File: src/rtl/compare_iter_unit.sv
// Iterative comparator: scans operands one CHUNK at a time from the MSB end,
// stopping at the first differing chunk, and holds the result until consumed.
module compare_iter_unit #(
  parameter int WIDTH = 64,
  parameter int CHUNK = 16
) (
  input  logic             clk,
  input  logic             rst,
  input  logic             in_valid,
  output logic             in_ready,
  input  logic [WIDTH-1:0] a,
  input  logic [WIDTH-1:0] b,
  input  logic [2:0]       op,
  output logic             out_valid,
  input  logic             out_ready,
  output logic             result,
  output logic             err,
  output logic             busy
);

  localparam int N  = WIDTH / CHUNK;
  localparam int KW = (N > 1) ? $clog2(N) : 1;

  typedef enum logic [1:0] {S_IDLE, S_SCAN, S_DONE} state_t;

  state_t           r_state;
  logic [WIDTH-1:0] r_a;
  logic [WIDTH-1:0] r_b;
  logic [2:0]       r_op;
  logic [KW-1:0]    r_k;
  logic             r_in_ready;
  logic             r_out_valid;
  logic             r_result;
  logic             r_err;
  logic             r_busy;

  logic [CHUNK-1:0] w_ca;
  logic [CHUNK-1:0] w_cb;
  logic             w_lt;
  logic             w_eq;
  logic             w_last;
  logic             w_res;
  logic             w_err;

  // Chunk 0 carries the sign; flipping its MSB turns a signed compare into
  // an unsigned one, so every chunk can use the same magnitude compare.
  always_comb begin
    w_ca = '0;
    w_cb = '0;
    for (int unsigned i = 0; i < N; i++) begin
      if (r_k == KW'(i)) begin
        w_ca = r_a[WIDTH-1-i*CHUNK -: CHUNK];
        w_cb = r_b[WIDTH-1-i*CHUNK -: CHUNK];
      end
    end
    if (r_k == '0 && (r_op == 3'b000 || r_op == 3'b100)) begin
      w_ca[CHUNK-1] = ~w_ca[CHUNK-1];
      w_cb[CHUNK-1] = ~w_cb[CHUNK-1];
    end
  end

  // Scanning stops at the first difference, so a chunk match here implies
  // every earlier chunk matched too.
  assign w_lt   = (w_ca < w_cb);
  assign w_eq   = (w_ca == w_cb);
  assign w_last = (r_k == KW'(N - 1));

  always_comb begin
    w_res = 1'b0;
    w_err = 1'b0;
    case (r_op)
      3'b000, 3'b001: w_res = w_lt;
      3'b010:         w_res = w_eq;
      3'b011:         w_res = ~w_eq;
      3'b100, 3'b101: w_res = ~w_lt;
      default:        w_err = 1'b1;
    endcase
  end

  always_ff @(posedge clk) begin
    if (rst) begin
      r_state     <= S_IDLE;
      r_k         <= '0;
      r_in_ready  <= 1'b1;
      r_out_valid <= 1'b0;
      r_result    <= 1'b0;
      r_err       <= 1'b0;
      r_busy      <= 1'b0;
    end else begin
      case (r_state)
        S_IDLE: begin
          if (in_valid) begin
            r_a        <= a;
            r_b        <= b;
            r_op       <= op;
            r_k        <= '0;
            r_in_ready <= 1'b0;
            r_busy     <= 1'b1;
            r_state    <= S_SCAN;
          end
        end
        S_SCAN: begin
          if (!w_eq || w_last) begin
            r_result    <= w_res;
            r_err       <= w_err;
            r_out_valid <= 1'b1;
            r_state     <= S_DONE;
          end else begin
            r_k <= r_k + 1'b1;
          end
        end
        S_DONE: begin
          if (out_ready) begin
            r_out_valid <= 1'b0;
            r_busy      <= 1'b0;
            r_in_ready  <= 1'b1;
            r_state     <= S_IDLE;
          end
        end
        default: r_state <= S_IDLE;
      endcase
    end
  end

  assign in_ready  = r_in_ready;
  assign out_valid = r_out_valid;
  assign result    = r_result;
  assign err       = r_err;
  assign busy      = r_busy;

endmodule

File: config.mk
export PLATFORM = sky130hd
export DESIGN_NAME = compare_iter_unit
export DESIGN_NICKNAME = d
export VERILOG_FILES = /design/src/rtl/compare_iter_unit.sv
export SDC_FILE = /design/constraint.sdc
export NUM_CORES = 1
export LEC_CHECK = 0
export ABC_AREA = 1
export CELL_PAD_IN_SITES_DETAIL_PLACEMENT = 0
export CELL_PAD_IN_SITES_GLOBAL_PLACEMENT = 1
export CORE_ASPECT_RATIO = 1.1
export CORE_UTILIZATION = 30
export CTS_BUF_LIST = sky130_fd_sc_hd__clkbuf_4
export DETAILED_ROUTE_END_ITERATION = 10
export HOLD_SLACK_MARGIN = 0.15
export PLACE_DENSITY = 0.71
export RECOVER_POWER = 50
export REMOVE_ABC_BUFFERS = 1
export SETUP_SLACK_MARGIN = 0.1
export SLEW_MARGIN = 20
export SYNTH_ARGS = -nofsm -noshare
export SYNTH_HDL_FRONTEND = slang
export SYNTH_SLANG_ARGS = --single-unit
File: constraint.sdc
create_clock -name clk -period 5.2 [get_ports clk]
set_input_delay 0.78 -clock clk [delete_from_list [all_inputs] [get_ports clk]]
set_output_delay 0.78 -clock clk [all_outputs]
set_load 0.005 [all_outputs]
Fig. 1: run 1, floorplan with the power grid
Scale bar: 50 um. Pins as bars on the die edge.
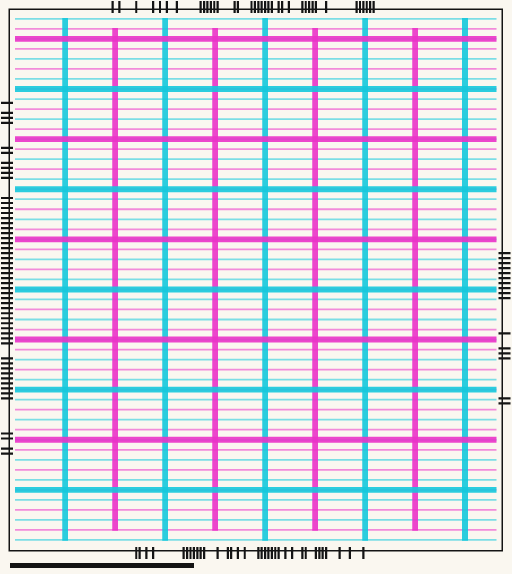
[magenta] VDD
[cyan] VSS
rows: 52
signal pins: 140
met5 straps: 10

Fig. 2: run 1, metal 2
Scale bar: 50 um.
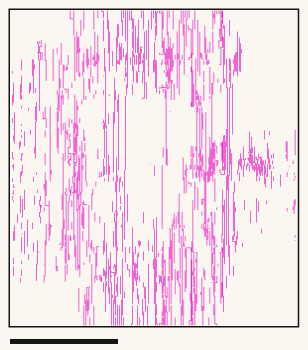
nets with wire on the layer: 574
share of all routed wire: 50%
main direction: vertical
longest straight run: 57.3 um
wire length on this layer: 6480 um

Fig. 3: run 1, metal 3
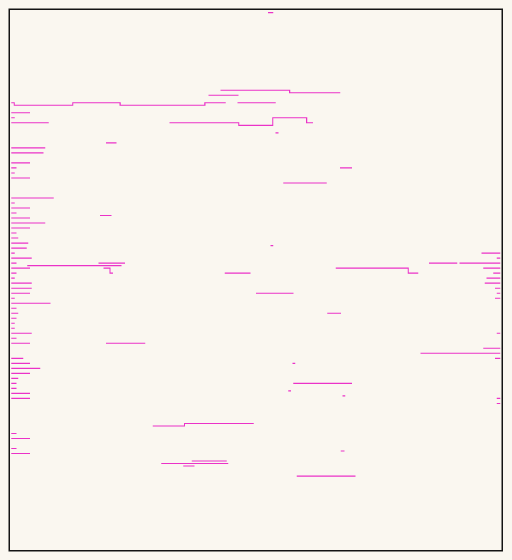
wire length on this layer: 619 um
main direction: horizontal

Fig. 4: run 1, clock wiring as the flow saved it
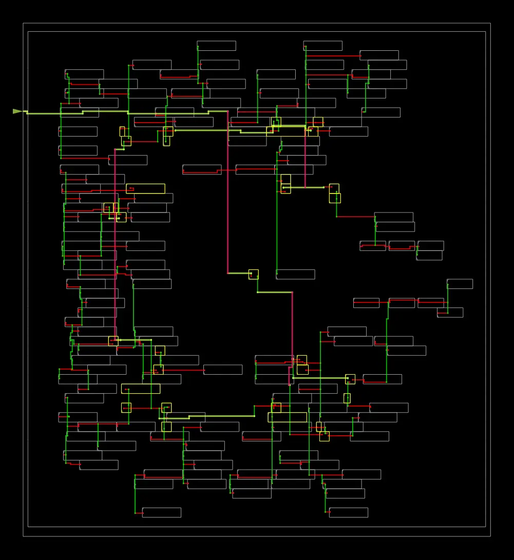
P_clk: 0.762 mW
Num Clock Sinks: 140
CLK BUF: 19

==> job_summary.md, run 1 <==
### Flow metrics

| Metric | Value |
|---|---|
| Status | complete, no violations |
| Die width | roughly 130 um |
| Final non-filler cell total | about 820 |
| DRC violations left | 0 |
| Critical path arrival | about 4.3 ns |
| Number of global-route vias before repair | 3875 |
| Setup crit start kind | flop |
| Number of logged tool warnings | 28 |
| Row cnt | 52 |
| Static Leakage | 2.71 nW |
| Yosys warning total | 0 |
| Tot GR Track Use | about 14% |
| Post-synth regs | around 140 |
| Vias per cell | 4.56 |
| Nets | between 700 and 800 |
| Crit path capture type | flop |
| IO Pins | around 140 |
| Area contributors post-synth | edfxtp_1 69%, ha_1 4.4%, o21ai_0 3.5%, a22oi_1 3.3%, a21oi_1 3.2% |
| Max stage delay on crit path | 0.74 ns |
| Largest power group | sequential cells |
| Largest net degree at the start of global routing | around 64 |
| Int Power | between 1.5 and 2 mW |
| Final TNS setup | 0 ns |
| Clock-pin slew on the worst setup and hold paths | approximately 0.12 ns |
| CP max FO | 33 |
| Share of cells above drive strength 1 | approximately 8.4% |
| Clock buffer depth | 2 |
| Psw | 0.821 mW |
| Final instance area | roughly 7700 um^2 |
| Hold slack | around 0.49 ns |
| Antenna violations before repair | 1 |
| CTS Hold Bufs | 0 |
| Met1 usage | approximately 17% |
| Area Growth Syn to Fin | 34.7% |
| Post-Route WL | about 13 mm |
| Yosys top cell by area | edfxtp_1 |
| CP delay by family, top | adder cells |
| Total of max-cap violations | 0 |
| Clock group share of total power | between 20% and 30% |
| Placed cell count | 785 |
| Global routing met2 resource utilization | between 20% and 30% |
| Post-layout util | about two fifths |
| CP bufs+invs | 3 |
| HP Class | flop to flop |
| Sw Share | slightly below 30% |
| Seq group | roughly 1.3 mW |
| Die Footprint | slightly below 20000 um^2 |
| Gr busiest metal | met2 |
| Routed wire per std cell | between 15 and 20 um |
| Placement Cell Area | approximately 7400 um^2 |
| Routed length on met2 | 6.48 mm |
| Worst slew pin tran | between 1 and 1.5 ns |
| Overall power | ~2.8 mW |
| Mean Syn Cell Area | 13.6 um^2 |
| Tmin final | between 3 and 4 ns |
| Met3 routed WL | between 600 and 700 um |
| Combinational power share | between 20% and 30% |
| Starting Density | between 30 and 40% |
| H-tree depth | 4 |
| Pre-CTS setup slack | 1.33 ns |
| CP most frequent cell | nand2_2 |
| Num CTS Buffers | 17 |
| Yosys cell types | 27 |
| Final period utilization | 74.5% |
| Final hold vios | 0 |
| Fmax | 258 MHz |
| Post-CTS Setup Repair Bufs | 0 |
| Global-route wire length before repair | 20.1 mm |
| EDFF count, synth | between 100 and 150 |
| P per Cell Area | about 370 nW/um^2 |
| Register area share after synthesis | between 70% and 80% |
| Port-buffer cells | 139 |
| CTS root buf | clkbuf_4 |
| Mapped Cells | around 420 |
| Crit path required time | between 5 and 6 ns |
| Final setup fails | 0 |
| Core area | 18500 um^2 |
| Met1 WL | about 5.6 mm |
| # Cells Yosys | about 420 |
| GPL Wtd Cong | approximately 0.74 |
| Final HPWL DP | about 9 mm |
| Count leader, synth | edfxtp_1 |
| DR top layer | met4 |
| Yosys synthesis chip area | between 5000 and 6000 um^2 |
| Vias | between 3000 and 4000 |
| Slowest-stage cell, CP | ha_2 |
| Starting DRT DRC Count | 242 |
| Die Span Y | ~150 um |
| Sequential power share | a little under half |
| Clk_skew | 0.0120 ns |
| Detail Route Antenna Nets | 0 |
| Total congestion overflow | 0 |
| Insertion Delay late pin | ~0.53 ns |
| Commonest cells post-synth | 131 x edfxtp_1, 43 x nand2_1, 40 x o21ai_0 |
| Mapped cell area | ~5700 um^2 |
| Final worst slack | around 1.3 ns |
| Pins Over Slew Limit | 0 |
| CTS tree | built |
| Share of synthesized registers carrying an async set or reset | 0% |
| RSZ-0062 raised after global routing | no |
| Met3 usage | 4.17% |
| Worst-path cell chain | inv_1 -> ha_2 -> inv_1 -> nand2_1 -> inv_2 -> a22oi_1 -> nand2_1 -> o21ai_0 -> a21oi_1 -> xor2_1 -> ha_1 -> nand2_2 -> nor2_4 -> nand2_2 -> nor2_4 -> nand2_2 -> o21ai_4 -> nand2_4 -> a211oi_1 -> nor2_1 |
| Yosys top cell area share | just under 70% |
| Combinational cell power | ~0.71 mW |
| DRT Pass-1 Iters | 5 |
| Slew Limit Headroom | between 20 and 30% |
| Top_reg_cell synth | edfxtp_1 |
| Crit Path Category | flop to flop |
| Max VDD drop | 0.000160 V |
| Post-CTS sizing | 0 |
| Fill cells | ~1800 |
[run 1: worst paths after layout]
check                           startpoint  slack, ns        end  cells after the start
worst min register to register   out_valid       0.49  out_valid                      2
worst max register to register      r_k[1]       1.33     r_k[1]                     20
worst max-delay path                r_k[1]       1.33     r_k[1]                     20
worst min-delay path             out_valid       0.49  out_valid                      2
[run 1: cell families (layout without fill, tap and decap cells)]
| kind of cell | Yosys count | after routing | synth area share, % |
|---|---|---|---|
| flip-flops | 140 | 140 | 72.2 |
| AND-OR/OR-AND | 125 | 125 | 13.2 |
| AND/OR/NAND/NOR | 88 | 88 | 6.98 |
| buffers and inverters | 43 | 199 | 2.92 |
| adder cells (fa/ha/maj) | 20 | 20 | 4.39 |
| XOR/XNOR | 2 | 2 | 0.307 |
| other | 0 | 1 | 0 |
[run 1: layout make-up]
class	instances	area [um^2]	area share, %
Timing Repair Buffer	144	1430	18.6
Clock inverter	13	174	2.26
Antenna cell	1	2.50	0.0326
Sequential cell	140	4110	53.6
Inverter	23	88.8	1.16
Tap cell	243	304	3.96
Clock buffer	19	143	1.86
Multi-Input combinational cell	235	1420	18.5
[run 1: layout by cell type, fill, tap and decap left out, types with 3 or more instances in the layout]
cell	instances
o31ai_1	8
nor2_4	3
nand2_1	43
nand2_2	3
a22oi_1	25
clkbuf_4	19
bufinv_16	4
edfxtp_1	131
ha_1	18
o21ai_0	40
a21oi_1	37
o21ai_1	4
nor2_1	25
nand3_1	8
nor3_1	3
dfxtp_1	9
dlygate4sd3_1	132
inv_1	21
clkinv_1	3
buf_4	5
a221oi_1	7
clkdlybuf4s50_1	7
[run 1: sequential cells by signal (all words and copies together), names as in the netlist]
name	cells
r_a	64
r_b	64
r_op	3
r_k	2
r_state	2
busy	1
err	1
in_ready	1
out_valid	1
result	1
Fig. 5: run 1, metal layers overlaid
Scale bar: 50 um. Two of the layers only.
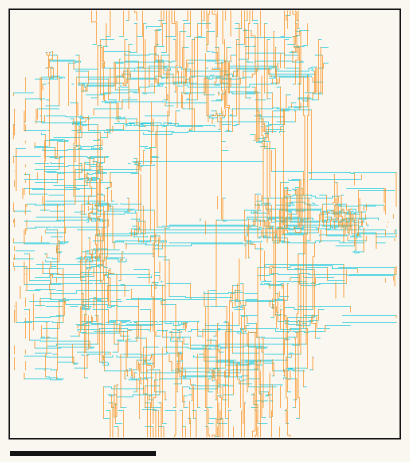

==> run 1 -> run 2 <==
--- a/config.mk
+++ b/config.mk
@@ -13,7 +13,7 @@
 export CTS_BUF_LIST = sky130_fd_sc_hd__clkbuf_4
 export DETAILED_ROUTE_END_ITERATION = 10
 export HOLD_SLACK_MARGIN = 0.15
-export PLACE_DENSITY = 0.71
+export PLACE_DENSITY = 0.74
 export RECOVER_POWER = 50
 export REMOVE_ABC_BUFFERS = 1
 export SETUP_SLACK_MARGIN = 0.1
==> constraint.sdc (replaced) <==
create_clock -name clk -period 3.31 [get_ports clk]
set_input_delay 0.4965 -clock clk [delete_from_list [all_inputs] [get_ports clk]]
set_output_delay 0.4965 -clock clk [all_outputs]
set_load 0.005 [all_outputs]
Fig. 6: run 2, metal layers overlaid
Scale bar: 50 um. Two of the layers only.
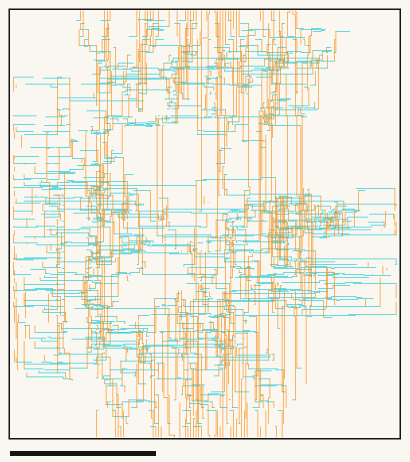
[cyan] metal 1 | wire length: 5560 um
[orange] metal 2 | wire length: 6620 um

Fig. 7: run 2, clock wiring as the flow saved it
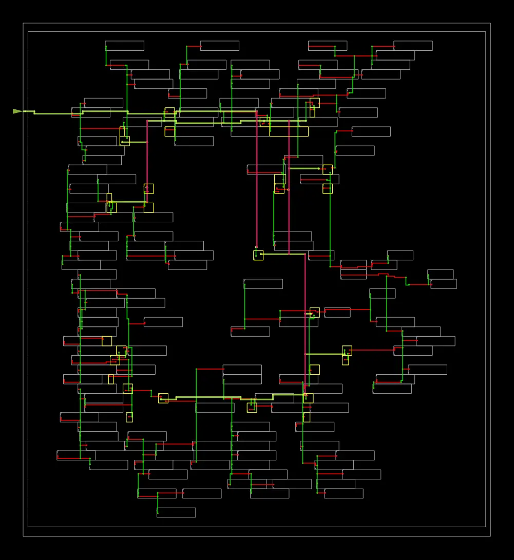
Insertion Delay late pin: 0.52 ns
P_clk: 0.948 mW
Num CTS Buffers: 17
clk_skew: 0.0210 ns

==> run 2 against run 1 <==
Against the previous run: the run now ends with max-capacitance violations, max-slew violations left; non-clock buffer count grew 8; synthesized cell count is the same; final area grew 0.49%; clock skew grew 0.0090 ns; via count up 0.62%; maximum frequency grew 30%; critical path depth decreased by 3; largest cell class unchanged; core utilization up 0.20 points; clock-buffer cell count decreased by 2; die size unchanged; critical path type unchanged; sequential cell count stayed put.
==> job_summary.md, run 2 <==
### Flow metrics

| Metric | Value |
|---|---|
| Worst r2r path cells | 17 |
| Final HPWL DP | approximately 9 mm |
| Post-layout util | between 40% and 50% |
| Setup crit start kind | flop |
| Pre-CTS setup slack | roughly 0.28 ns |
| EDFF count, synth | around 130 |
| Yosys synthesis chip area | between 5000 and 6000 um^2 |
| Clock-pin slew on the worst setup and hold paths | about 0.13 ns |
| Placement Cell Area | around 7400 um^2 |
| Mean Syn Cell Area | 13.6 um^2 |
| Final hold vios | 0 |
| Top_reg_cell synth | edfxtp_1 |
| Starting Density | a little under a third |
| Row cnt | ~52 |
| Commonest cells post-synth | 131 x edfxtp_1, 43 x nand2_1, 40 x o21ai_0 |
| Share of cells above drive strength 1 | 8.95% |
| Fill cells | 1744 |
| Slew Limit Headroom | -11.0% |
| Area Growth Syn to Fin | 35.4% |
| CTS root buf | clkbuf_4 |
| Total of max-cap violations | 1 |
| Static Leakage | about 2.7 nW |
| Post-Route WL | 12.9 mm |
| Die Footprint | 19600 um^2 |
| RSZ-0062 raised after global routing | no |
| Share of synthesized registers carrying an async set or reset | 0% |
| Total congestion overflow | 0 |
| Final non-filler cell total | 824 |
| Status | complete, but fails checks |
| WHS Path Cells | 2 |
| Die Span Y | about 150 um |
| Yosys top cell area share | about 69% |
| Crit path required time | 3.73 ns |
| Overall power | 4.22 mW |
| Worst slew pin tran | 1.66 ns |
| Commonest Layout Cell | dlygate4sd3_1 |
| Yosys warning total | 0 |
| Hold Crit Endpoint | result |
| Yosys cell types | 27 |
| Placed cell count | around 790 |
| Crit Path Category | flop to flop |
| Mapped cell area | between 5000 and 6000 um^2 |
| Pins Over Slew Limit | 40 |
| Count leader, synth | edfxtp_1 |
| Final period utilization | 90.0% |
| DRC violations left | 0 |
| Num Clock Sinks | 140 |
| Starting DRT DRC Count | about 140 |
| Vias per cell | approximately 4.6 |
| Tot GR Track Use | roughly 14% |
| Reg-to-reg endpoint | r_k[0] |
| Hold slack | 0.499 ns |
| Final instance area | 7720 um^2 |
| Max VDD drop | just over 0.0002 V |
| Final TNS setup | 0 ns |
| Core area | ~18000 um^2 |
| # Cells Yosys | around 420 |
| Critical path arrival | 3.40 ns |
| Largest net degree at the start of global routing | ~50 |
| P per Cell Area | approximately 550 nW/um^2 |
| CP max FO | 11 |
| Register-to-register setup slack | roughly 0.33 ns |
| Final worst slack | about 0.33 ns |
| RR Startpoint | r_k[0] |
| Vias | 3753 |
| Mapped Cells | roughly 420 |
| Die width | around 130 um |
| Setup crit end | r_k[0] |
| Port-buffer cells | 139 |
| Hold_sp | result |
| CTS tree | built |
| DRT Pass-1 Iters | 7 |
| H-tree depth | 4 |
| GPL Wtd Cong | 0.775 |
| IO Pins | between 100 and 150 |
| HP Class | flop to flop |
| Crit path capture type | flop |
| Nets | between 700 and 800 |
| FF/Latch Area | between 4000 and 5000 um^2 |
| Beginning of the critical path | r_k[0] |
| Yosys top cell by area | edfxtp_1 |
| Post-synth regs | 140 |
| Final setup fails | 0 |
| Register area share after synthesis | 72.2% |
| Fmax | 336 MHz |
| Number of global-route vias before repair | about 3900 |
| Detail Route Antenna Nets | 0 |
| Routed wire per std cell | 15.7 um |
| Antenna violations before repair | 0 |
| Failing checks | max-capacitance violations, max-slew violations |
| Logic area | 1420 um^2 |
| Global-route wire length before repair | 20.4 mm |
| Area contributors post-synth | edfxtp_1 69%, ha_1 4.4%, o21ai_0 3.5%, a22oi_1 3.3%, a21oi_1 3.2% |
| Biggest regs | r_a: 64 flops, r_b: 64 flops, r_op: 3 flops |
| Clock buffer depth | 2 |
| CTS Hold Bufs | 0 |
| Diode count | 0 |
| Number of logged tool warnings | 28 |
| Most frequent cells in the layout | 132 x dlygate4sd3_1, 131 x edfxtp_1, 43 x nand2_1, 39 x o21ai_0, 37 x a21oi_1 |
| Tmin final | around 3 ns |
[run 2: per-layer routing]
metal / global-route usage [%] / wire (um) / share of wire, %
met1: 17.1 / 5560 / 43
met2: 24.0 / 6620 / 51
met3: 3.85 / 577 / 4.5
met4: 4.77 / 191 / 1.5
met5: 0 / 0 / 0
[run 2: logic make-up after synthesis]
| family | Yosys count | share of synthesized area, % |
|---|---|---|
| XOR/XNOR | 2 | 0.307 |
| adder cells (fa/ha/maj) | 20 | 4.39 |
| AND-OR/OR-AND | 125 | 13.2 |
| AND/OR/NAND/NOR | 88 | 6.98 |
| flip-flops | 140 | 72.2 |
| buffers and inverters | 43 | 2.92 |
[run 2: area by class of cell]
| cell class | instances | share of cell area, % |
|---|---|---|
| inverter | 23 | 1.12 |
| tap | 243 | 3.94 |
| clock inverter | 14 | 1.38 |
| sequential | 140 | 53.3 |
| timing repair buffer | 152 | 20.1 |
| clock buffer | 17 | 1.65 |
| multi-input combinational | 235 | 18.5 |
[run 2: repair_timing]
action	4_1_cts	5_1_grt
endpoints found under the setup margin	0	3
buffers inserted	0	3
resized	0	6
[run 2: report_power, final]
| part | total (mW) | internal, mW | switching [mW] |
|---|---|---|---|
| clock network | 0.948 | 0.353 | 0.595 |
| logic | 1.17 | 0.505 | 0.663 |
| registers | 2.10 | 2.06 | 0.0381 |
| total | 4.22 | 2.92 | 1.30 |
[run 2: worst max-delay path, stage by stage (launching register included)]
cell,delay [ns]
dfxtp_1,0.40
inv_1,0.11
ha_1,0.24
nand2_1,0.08
inv_2,0.07
buf_6,0.16
a221oi_1,0.28
o31ai_1,0.11
ha_1,0.31
nand2_1,0.12
nor2_4,0.12
nand2_2,0.07
nor2_4,0.09
nand2_2,0.08
o21ai_4,0.22
nand2_4,0.10
a211oi_1,0.23
nor2_1,0.07
Power is estimated from default activity; no workload was simulated.
